run_1/zoom.png
Window x 46 to 76, y 70 to 100 µm. Cells in gray, sequential cells in the stronger gray; small squares are vias.
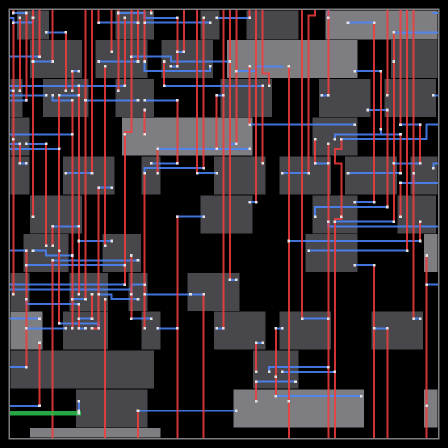
run_1/met1.png
Scale: 3 px per µm. Supply wires on this layer in gray.
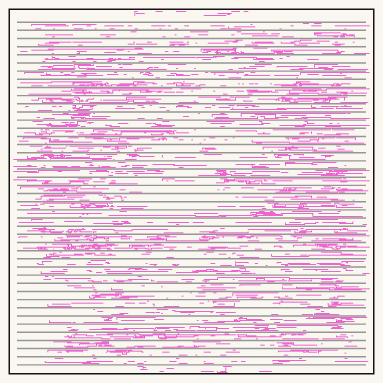
run_1/metal_stack.png
Scale: 3 px per µm. Only two layers are drawn.
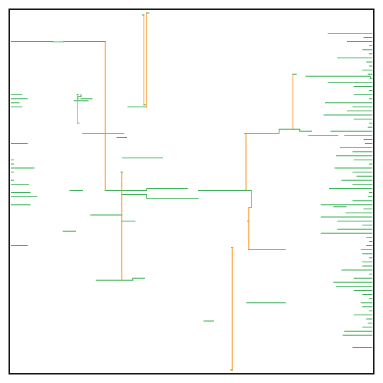
### src/rtl/seq_num_arbiter.sv
// Round-robin arbiter for the shared sequence-number generator: one create pulse per
// grant, then the converted ASCII number (or a timeout error) is returned with an ack.
`ifndef HOST_ADDR_WIDTH
`define HOST_ADDR_WIDTH 8
`endif

module seq_num_arbiter #(
    parameter int NUM_REQ   = 4,
    parameter int HOST_ADDR = `HOST_ADDR_WIDTH,
    parameter int MAX_SIZE  = 80,
    parameter int TIMEOUT   = 64
) (
    input  logic                         clk,
    input  logic                         rst_n,
    input  logic [NUM_REQ-1:0]           req_i,
    input  logic [NUM_REQ*HOST_ADDR-1:0] req_host_addr_i,
    output logic [NUM_REQ-1:0]           ack_o,
    output logic [NUM_REQ-1:0]           gnt_o,
    output logic [MAX_SIZE-1:0]          seq_num_o,
    output logic [3:0]                   seq_width_o,
    output logic                         err_o,
    input  logic                         update_i,
    output logic                         create_message_o,
    output logic [HOST_ADDR-1:0]         sending_to_host_addr_o,
    input  logic                         valid_seq_i,
    input  logic [MAX_SIZE-1:0]          seq_num_i,
    input  logic [3:0]                   width_seq_i
);
    localparam int IDX_W = $clog2(NUM_REQ);
    localparam int CNT_W = $clog2(TIMEOUT + 1);
    localparam logic [IDX_W:0]   NUM_REQ_W = (IDX_W + 1)'(NUM_REQ);
    localparam logic [IDX_W-1:0] LAST_IDX  = IDX_W'(NUM_REQ - 1);
    localparam logic [CNT_W-1:0] CNT_LAST  = CNT_W'(TIMEOUT - 1);

    typedef enum logic [1:0] {
        S_IDLE  = 2'd0,
        S_ISSUE = 2'd1,
        S_WAIT  = 2'd2,
        S_DONE  = 2'd3
    } state_e;

    state_e               state_q, state_d;
    logic [IDX_W-1:0]     rr_ptr_q, rr_ptr_d;
    logic [IDX_W-1:0]     winner_q, winner_d;
    logic [HOST_ADDR-1:0] addr_q, addr_d;
    logic [CNT_W-1:0]     cnt_q, cnt_d;
    logic [NUM_REQ-1:0]   gnt_q, gnt_d;
    logic [NUM_REQ-1:0]   ack_q, ack_d;
    logic                 err_q, err_d;
    logic [MAX_SIZE-1:0]  seq_q, seq_d;
    logic [3:0]           width_q, width_d;

    logic [NUM_REQ-1:0]   req_rot_s;
    logic [IDX_W:0]       rot_sum_s;
    logic [IDX_W-1:0]     pick_s;
    logic [HOST_ADDR-1:0] pick_addr_s;
    logic                 grant_s;
    logic                 timeout_s;

    // Rotate so bit 0 is the requester at rr_ptr; the lowest set bit then wins.
    assign req_rot_s = NUM_REQ'({req_i, req_i} >> rr_ptr_q);
    assign grant_s   = (|req_i) && !update_i;
    assign timeout_s = (cnt_q == CNT_LAST);

    // Round-robin winner selection.
    always_comb begin
        rot_sum_s = '0;
        pick_s    = '0;
        for (int j = NUM_REQ - 1; j >= 0; j--) begin
            if (req_rot_s[j]) begin
                rot_sum_s = {1'b0, rr_ptr_q} + (IDX_W + 1)'(j);
            end else begin
                rot_sum_s = rot_sum_s;
            end
        end
        if (rot_sum_s >= NUM_REQ_W) begin
            pick_s = IDX_W'(rot_sum_s - NUM_REQ_W);
        end else begin
            pick_s = rot_sum_s[IDX_W-1:0];
        end
    end

    // Host address of the selected requester.
    always_comb begin
        pick_addr_s = '0;
        for (int k = 0; k < NUM_REQ; k++) begin
            if (pick_s == IDX_W'(k)) begin
                pick_addr_s = req_host_addr_i[k*HOST_ADDR +: HOST_ADDR];
            end else begin
                pick_addr_s = pick_addr_s;
            end
        end
    end

    // FSM state register.
    always_ff @(posedge clk or negedge rst_n) begin
        if (!rst_n) begin
            state_q <= S_IDLE;
        end else begin
            state_q <= state_d;
        end
    end

    // FSM next-state logic.
    always_comb begin
        state_d = state_q;
        case (state_q)
            S_IDLE: begin
                if (grant_s) state_d = S_ISSUE;
                else         state_d = S_IDLE;
            end
            S_ISSUE: begin
                if (!update_i) state_d = S_WAIT;
                else           state_d = S_ISSUE;
            end
            S_WAIT: begin
                if (valid_seq_i || timeout_s) state_d = S_DONE;
                else                          state_d = S_WAIT;
            end
            S_DONE:  state_d = S_IDLE;
            default: state_d = S_IDLE;
        endcase
    end

    // The generator favours counter updates, so the increment is only offered when update is low.
    always_comb begin
        if (state_q == S_ISSUE) begin
            create_message_o = !update_i;
        end else begin
            create_message_o = 1'b0;
        end
    end

    // Datapath next-state: grant latch, timeout count, result capture, pointer advance.
    always_comb begin
        rr_ptr_d = rr_ptr_q;
        winner_d = winner_q;
        addr_d   = addr_q;
        cnt_d    = cnt_q;
        gnt_d    = gnt_q;
        ack_d    = '0;
        err_d    = 1'b0;
        seq_d    = seq_q;
        width_d  = width_q;
        case (state_q)
            S_IDLE: begin
                if (grant_s) begin
                    winner_d = pick_s;
                    addr_d   = pick_addr_s;
                    gnt_d    = NUM_REQ'(1'b1) << pick_s;
                end else begin
                    gnt_d    = '0;
                end
            end
            S_ISSUE: begin
                if (!update_i) cnt_d = '0;
                else           cnt_d = cnt_q;
            end
            S_WAIT: begin
                if (valid_seq_i) begin
                    seq_d   = seq_num_i;
                    width_d = width_seq_i;
                    ack_d   = gnt_q;
                end else if (timeout_s) begin
                    seq_d   = '0;
                    width_d = 4'd0;
                    err_d   = 1'b1;
                    ack_d   = gnt_q;
                end else begin
                    cnt_d   = cnt_q + CNT_W'(1'b1);
                end
            end
            S_DONE: begin
                gnt_d = '0;
                if (winner_q == LAST_IDX) rr_ptr_d = '0;
                else                      rr_ptr_d = winner_q + IDX_W'(1'b1);
            end
            default: gnt_d = '0;
        endcase
    end

    // Datapath registers.
    always_ff @(posedge clk or negedge rst_n) begin
        if (!rst_n) begin
            rr_ptr_q <= '0;
            winner_q <= '0;
            addr_q   <= '0;
            cnt_q    <= '0;
            gnt_q    <= '0;
            ack_q    <= '0;
            err_q    <= 1'b0;
            seq_q    <= '0;
            width_q  <= 4'd0;
        end else begin
            rr_ptr_q <= rr_ptr_d;
            winner_q <= winner_d;
            addr_q   <= addr_d;
            cnt_q    <= cnt_d;
            gnt_q    <= gnt_d;
            ack_q    <= ack_d;
            err_q    <= err_d;
            seq_q    <= seq_d;
            width_q  <= width_d;
        end
    end

    assign ack_o                  = ack_q;
    assign gnt_o                  = gnt_q;
    assign err_o                  = err_q;
    assign seq_num_o              = seq_q;
    assign seq_width_o            = width_q;
    assign sending_to_host_addr_o = addr_q;

endmodule

### config.mk
export PLATFORM = sky130hd
export DESIGN_NAME = seq_num_arbiter
export DESIGN_NICKNAME = d
export VERILOG_FILES = /design/src/rtl/seq_num_arbiter.sv
export SDC_FILE = /design/constraint.sdc
export NUM_CORES = 1
export LEC_CHECK = 0
export CAP_MARGIN = 0
export CELL_PAD_IN_SITES_DETAIL_PLACEMENT = 1
export CELL_PAD_IN_SITES_GLOBAL_PLACEMENT = 1
export CORE_MARGIN = 2
export CORE_UTILIZATION = 34
export CTS_BUF_LIST = sky130_fd_sc_hd__clkbuf_4 sky130_fd_sc_hd__clkbuf_8
export DETAILED_ROUTE_END_ITERATION = 6
export PLACE_DENSITY_LB_ADDON = 0.1
export SYNTH_ARGS = -nofsm -noshare
export SYNTH_HDL_FRONTEND = slang
export SYNTH_SLANG_ARGS = --single-unit
### constraint.sdc
create_clock -name clk -period 6 [get_ports clk]
set_clock_uncertainty 0.2 [all_clocks]
set_input_delay 1.5 -clock clk [delete_from_list [all_inputs] [get_ports clk]]
set_output_delay 1.5 -clock clk [all_outputs]
set_load 0.01 [all_outputs]
==> impl_metrics.tcl, run 1 <==
# metrics dict for downstream scripts
set metrics [dict create \
    status "completed" \
    logic_area_um2 1649 \
    startpoint "update_i" \
    critical_path.slowest_cell "clkdlybuf4s50_1" \
    grt_pass1_wl_um 23510 \
    synth.yosys.warnings 0 \
    ys_seq_share_pct 61.27 \
    area_leaders "dfrtp_1 61%, a22o_1 16%, ha_1 1.9%" \
    rsz0062_at_grt "no" \
    drv_cap 0 \
    stdcell_count 770 \
    synth_top_cell_by_count "dfrtp_1" \
    drtIter0Drc 198 \
    cts_buffers 17 \
    power_leader "combinational logic" \
    required_ps 4300 \
    lay_top_count "clkdlybuf4s50_1" \
    h-tree-depth 4 \
    initCoreUtil_pct 35.02 \
    finalNetCount 714 \
    p_total_mw 3.628 \
    via_per_inst 5.194 \
    cts.sinks 114 \
    cp_slowest_stage_delay_ps 580 \
    cts-root-buf "clkbuf_8" \
    grt.overflow.total 0 \
    setup-tns-final_ps 0 \
    ys_async_sr_fraction_pct 100.0 \
    pg_clk_mw 0.756 \
    p_int_mw 2.473 \
    worstSetupEndpointType "output port" \
    cts_tree "yes" \
    min_from "seq_num_o[0]" \
    worstPathCellList "clkdlybuf4s50_1, nor2b_1, clkdlybuf4s50_1" \
    first_pass_iters 4 \
    synth.cell_area_um2 4656 \
    cp.depth 3 \
    relSlewSlack_pct 38.94 \
    clk_pin_slew_ps 60 \
    reg2regPathDepth 6 \
    seq_area_um2 2853 \
    switching_share_pct 31.84 \
    cpLargestDelayFamily "buffers and inverters" \
    n_antenna_cell 0 \
    placedCellCount 740 \
    reg2reg_to "seq_num_o[15]" \
    warnings 30 \
]
Notes on zoom.png above:
| layer | color |
|---|---|
| met2 | red |
| met3 | green |
| met1 | blue |
sequential cells in the window: 4
cells with their middle in the window: 44
netlist names of flops here include: seq_num_o (2)
most frequent: clkdlybuf4s50_1 (17)

Notes on met1.png above:
share of all routed wire: 42%
nets with wire on the layer: 640
wire length on this layer: 6290 µm
longest straight run: 35.9 µm
main direction: horizontal

Notes on metal_stack.png above:
| layer | color | wire length |
|---|---|---|
| met3 | green | 802 µm |
| met4 | orange | 255 µm |

-- run 1: final cells by class --
cell class / instances / share of cell area [%]
clock buffer: 25 / 4.284
clock inverter: 5 / 1.344
inverter: 7 / 0.3528
multi-input combinational: 214 / 22.14
sequential: 114 / 38.31
tap: 176 / 2.957
timing repair buffer: 229 / 30.61
-- run 1: through the flow --
step	instance area [µm²]	hold slack [ps]	worst slack, ps
floorplan	4656	251.1	2572
global placement	7028	270.7	1477
detailed placement	7028	290.0	1441
CTS	7447	308.9	1427
global route	7447	315.1	1360
finish	7447	302.9	1430
-- run 1: routing by layer --
metal	track usage, %	part of all wire [%]	vias to the layer above	wire, µm
met5	0	0	-	0
met4	7.122	1.7	0	255
met3	5.216	5.3	22	802
met2	35.64	51	136	7711
met1	25.85	42	2038	6287
li1	-	-	1803	-
--- run 2 (diff from run 1) ---
--- a/config.mk
+++ b/config.mk
@@ -9,7 +9,7 @@
 export CELL_PAD_IN_SITES_DETAIL_PLACEMENT = 1
 export CELL_PAD_IN_SITES_GLOBAL_PLACEMENT = 1
 export CORE_MARGIN = 2
-export CORE_UTILIZATION = 34
+export CORE_UTILIZATION = 29
 export CTS_BUF_LIST = sky130_fd_sc_hd__clkbuf_4 sky130_fd_sc_hd__clkbuf_8
 export DETAILED_ROUTE_END_ITERATION = 6
 export PLACE_DENSITY_LB_ADDON = 0.1
==> constraint.sdc (replaced) <==
create_clock -name clk -period 3.8 [get_ports clk]
set_clock_uncertainty 0.2 [all_clocks]
set_input_delay 0.95 -clock clk [delete_from_list [all_inputs] [get_ports clk]]
set_output_delay 0.95 -clock clk [all_outputs]
set_load 0.01 [all_outputs]
run_2/zoom.png
Window x 50 to 80, y 76 to 106 µm. Cells in gray, sequential cells in the stronger gray; small squares are vias.
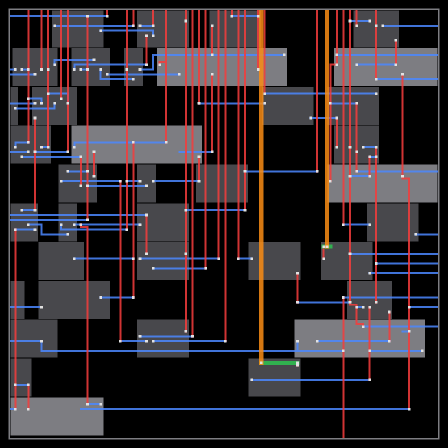
| layer | color |
|---|---|
| met4 | orange |
| met2 | red |
| met1 | blue |
| met3 | green |
most frequent: clkdlybuf4s50_1 (10), dfrtp_1 (6)
netlist names of flops here include: sending_to_host_addr_o (3), seq_num_o (3)
cells with their middle in the window: 35
sequential cells in the window: 6

run_2/met1.png
Scale: 3 px per µm. Supply wires on this layer in gray.
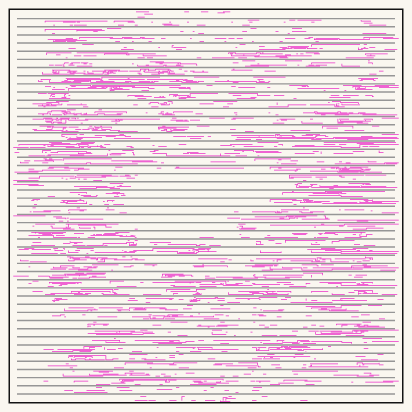
main direction: horizontal
nets with wire on the layer: 651
share of all routed wire: 41%
longest straight run: 34.5 µm

run_2/metal_stack.png
Scale: 3 px per µm. Only two layers are drawn.
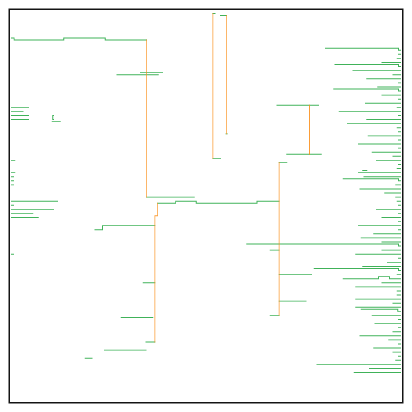
| layer | color | wire length |
|---|---|---|
| met3 | green | 1000 µm |
| met4 | orange | 255 µm |

==> run 2 against run 1 <==
  * Utilization shrank 7.7 points
  * Worst hold slack improved by 3.5 ps
  * Area after synthesis did not move
  * Register-to-register slack lost 1800 ps
  * Synthesized cell count is the same
  * Sequential share of layout area decreased by 0.87 points
  * Cell count rose by 6.4%
  * Clock power increased by 77%
  * Global-route usage decreased by 2.8 points
  * Critical endpoint unchanged
  * Largest cell class unchanged
==> impl_metrics.tcl, run 2 <==
# metrics dict for downstream scripts
set metrics [dict create \
    pg_clk_mw 1.34 \
    busiest_layer "met2" \
    wl_met2_um 7869 \
    taps 216 \
    seq_area_um2 2853 \
    ys_seq_share_pct 61.27 \
    grt.overflow.total 0 \
    comb_cells 214 \
    top_layer "met4" \
    worstSetupEndpointType "output port" \
    comb_area_share_pct 21.64 \
    worstPathCellList "clkdlybuf4s50_1, nor2b_1, clkdlybuf4s50_1" \
    h-tree-depth 4 \
    nClkBuffers 17 \
    warnings 30 \
    reg2reg_to "seq_num_o[3]" \
    synth.yosys.warnings 0 \
    cts_buffers 17 \
    synth.cell_area_um2 4656 \
    status "completed" \
    logic_area_um2 1649 \
    required_ps 2650 \
    critical_path.slowest_cell "clkdlybuf4s50_1" \
    relSlewSlack_pct 43.04 \
    drv_cap 0 \
    first_pass_iters 4 \
    lay_top_count "clkdlybuf4s50_1" \
    switching_share_pct 32.62 \
    seq_cells 114 \
    setup-tns-final_ps 0 \
    cp_slowest_stage_delay_ps 580 \
    min_from "seq_num_o[22]" \
    largest_class "flip-flops and latches" \
    seq_share_pct 37.44 \
]
-- run 2: stage by stage --
| step | std cells | util, % | instance area [µm²] | hold WS (ps) |
|---|---|---|---|---|
| 5_1_grt | 819 | 48.32 | 7620 | 321.8 |
| 6_report | 819 | 48.32 | 7620 | 306.3 |
| 3_3_place_gp | 787 | 45.37 | 7156 | 282.0 |
| 4_1_cts | 819 | 48.32 | 7620 | 312.3 |
| 2_1_floorplan | 357 | - | 4656 | 251.1 |
| 3_5_place_dp | 787 | 45.37 | 7156 | 289.9 |
-- run 2: worst reg2reg max path, stage by stage (launching register included) --
cell and delay, ps:
dfrtp_1 390, ha_1 200, nand3_2 160, o31ai_4 380, nand2_2 400, buf_4 350
a22o_1 250
--- run 3 (diff from run 2) ---
--- a/config.mk
+++ b/config.mk
@@ -13,6 +13,7 @@
 export CTS_BUF_LIST = sky130_fd_sc_hd__clkbuf_4 sky130_fd_sc_hd__clkbuf_8
 export DETAILED_ROUTE_END_ITERATION = 6
 export PLACE_DENSITY_LB_ADDON = 0.1
+export REMOVE_ABC_BUFFERS = 1
 export SYNTH_ARGS = -nofsm -noshare
 export SYNTH_HDL_FRONTEND = slang
 export SYNTH_SLANG_ARGS = --single-unit
==> constraint.sdc (replaced) <==
create_clock -name clk -period 2.8 [get_ports clk]
set_clock_uncertainty 0.2 [all_clocks]
set_input_delay 0.7 -clock clk [delete_from_list [all_inputs] [get_ports clk]]
set_output_delay 0.7 -clock clk [all_outputs]
set_load 0.01 [all_outputs]
run_3/metal_stack.png
Scale: 3 px per µm. Only two layers are drawn.
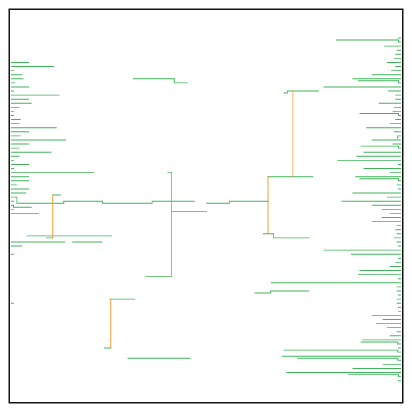
| layer | color | wire length |
|---|---|---|
| met4 | orange | 113 µm |
| met3 | green | 1240 µm |

run_3/zoom.png
Window x 50 to 80, y 76 to 106 µm. Cells in gray, sequential cells in the stronger gray; small squares are vias.
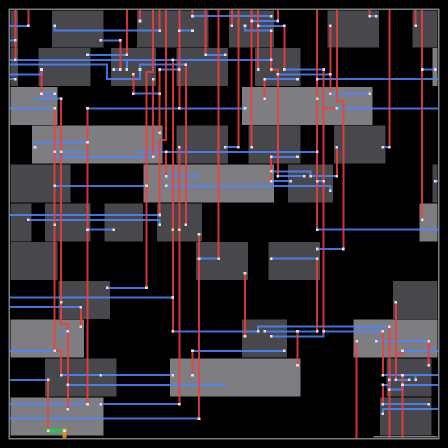
| layer | color |
|---|---|
| met3 | green |
| met1 | blue |
| met4 | orange |
| met2 | red |
most frequent: clkdlybuf4s50_1 (12), a22o_1 (7), dfrtp_1 (7)
cells with their middle in the window: 30
netlist names of flops here include: seq_num_o (6), seq_width_o (1)
sequential cells in the window: 7

run_3/gate_families.png
Scale: 4 px per µm.
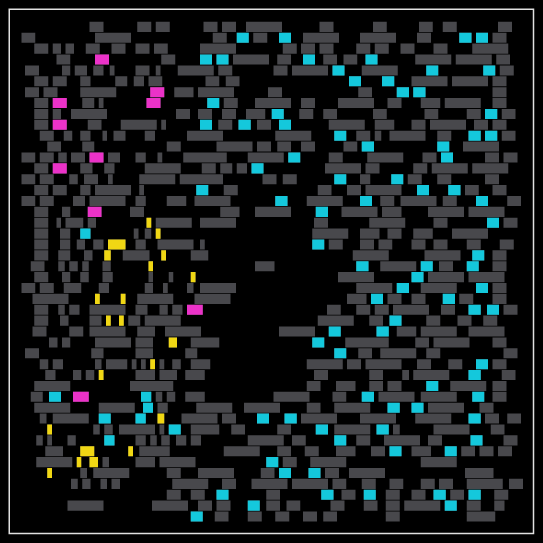
| family | color | cells | most used |
|---|---|---|---|
| NAND gates | yellow | 21 | nand2_1 |
| AND-OR and OR-AND gates | cyan | 91 | a22o_1 |
| multiplexers | magenta | 10 | mux2i_1 |

==> run 3 against run 2 <==
  * Cell count up 0.61%
  * Design area up 0.72%
  * Routed wire length increased by 0.82%
  * Die area did not move
  * Sequential power grew 35%
  * Flip-flop count did not move
  * Critical path depth grew 1
  * Setup slack got worse by 220 ps
  * First-iteration DRC count is 7.6% higher
  * Critical endpoint unchanged
  * Largest cell class unchanged
==> impl_metrics.tcl, run 3 <==
# metrics dict for downstream scripts
set metrics [dict create \
    cts-root-buf "clkbuf_8" \
    cp_slowest_stage_delay_ps 410 \
    relSlewSlack_pct 58.70 \
    placedCellCount 791 \
    grt_util_met2_pct 29.38 \
    p_int_mw 5.430 \
    min_from "winner_q[1]" \
    stdcell_count 824 \
    ys_async_sr_fraction_pct 100.0 \
    area_leaders "dfrtp_1 61%, a22o_1 16%, ha_1 1.9%" \
    pg_clk_mw 1.74 \
    synth.yosys.warnings 0 \
    status "completed" \
    lay_top_count "clkdlybuf4s50_1" \
    synth_top_cell_by_count "dfrtp_1" \
    cts_buffers 17 \
    setup-tns-final_ps 0 \
    n_antenna_cell 0 \
    via_per_inst 4.843 \
    rsz0062_at_grt "no" \
    drtIter0Drc 155 \
]
==> run 3: area by class of cell <==
type / count / share of cell area [%]
repair buffers: 241 / 31.55
flip-flops and latches: 114 / 37.17
well taps: 216 / 3.521
multi-input cells: 214 / 21.55
clock buffers: 23 / 3.880
inverters: 7 / 0.3424
clock inverters: 9 / 1.989
==> run 3: final timing paths <==
| check | to | slack [ps] | depth (start not counted) |
|---|---|---|---|
| setup / recovery | create_message_o | 260 | 4 |
| min in group asynchronous | seq_num_o[41] | 420 | 2 |
| setup reg to reg | sending_to_host_addr_o[0] | 670 | 5 |
| max in group asynchronous | seq_num_o[31] | 1430 | 3 |
| hold reg to reg | winner_q[1] | 290 | 2 |
| hold / removal | winner_q[1] | 290 | 2 |

==> layout pictures side by side <==
Congestion heat map.
shot_01.png
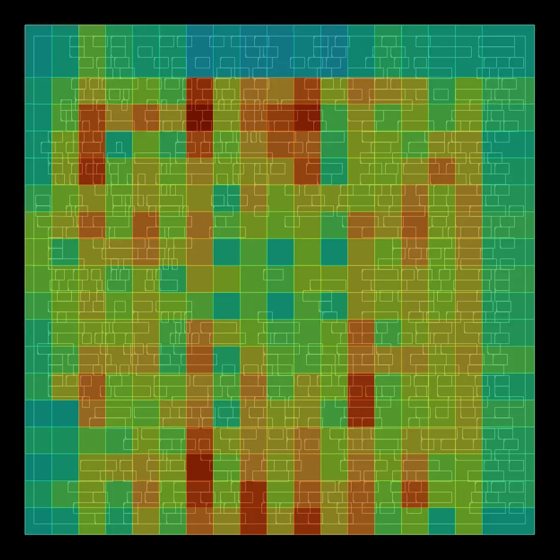
shot_02.png
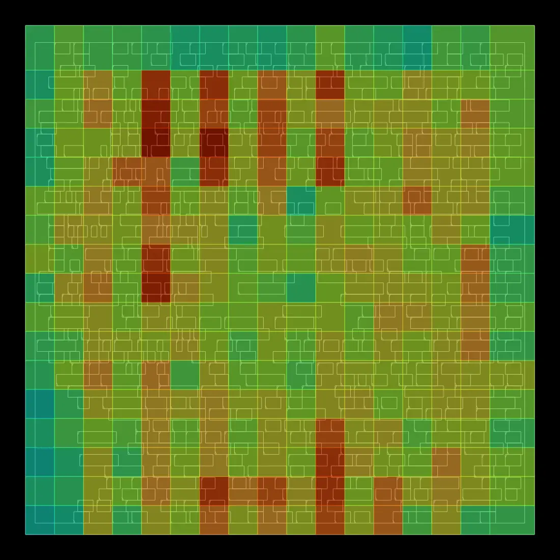
| picture | from |
|---|---|
| shot_02.png | run 1 |
| shot_01.png | run 2 |

Power figures rest on the tool's default switching activity, not on a simulated workload.
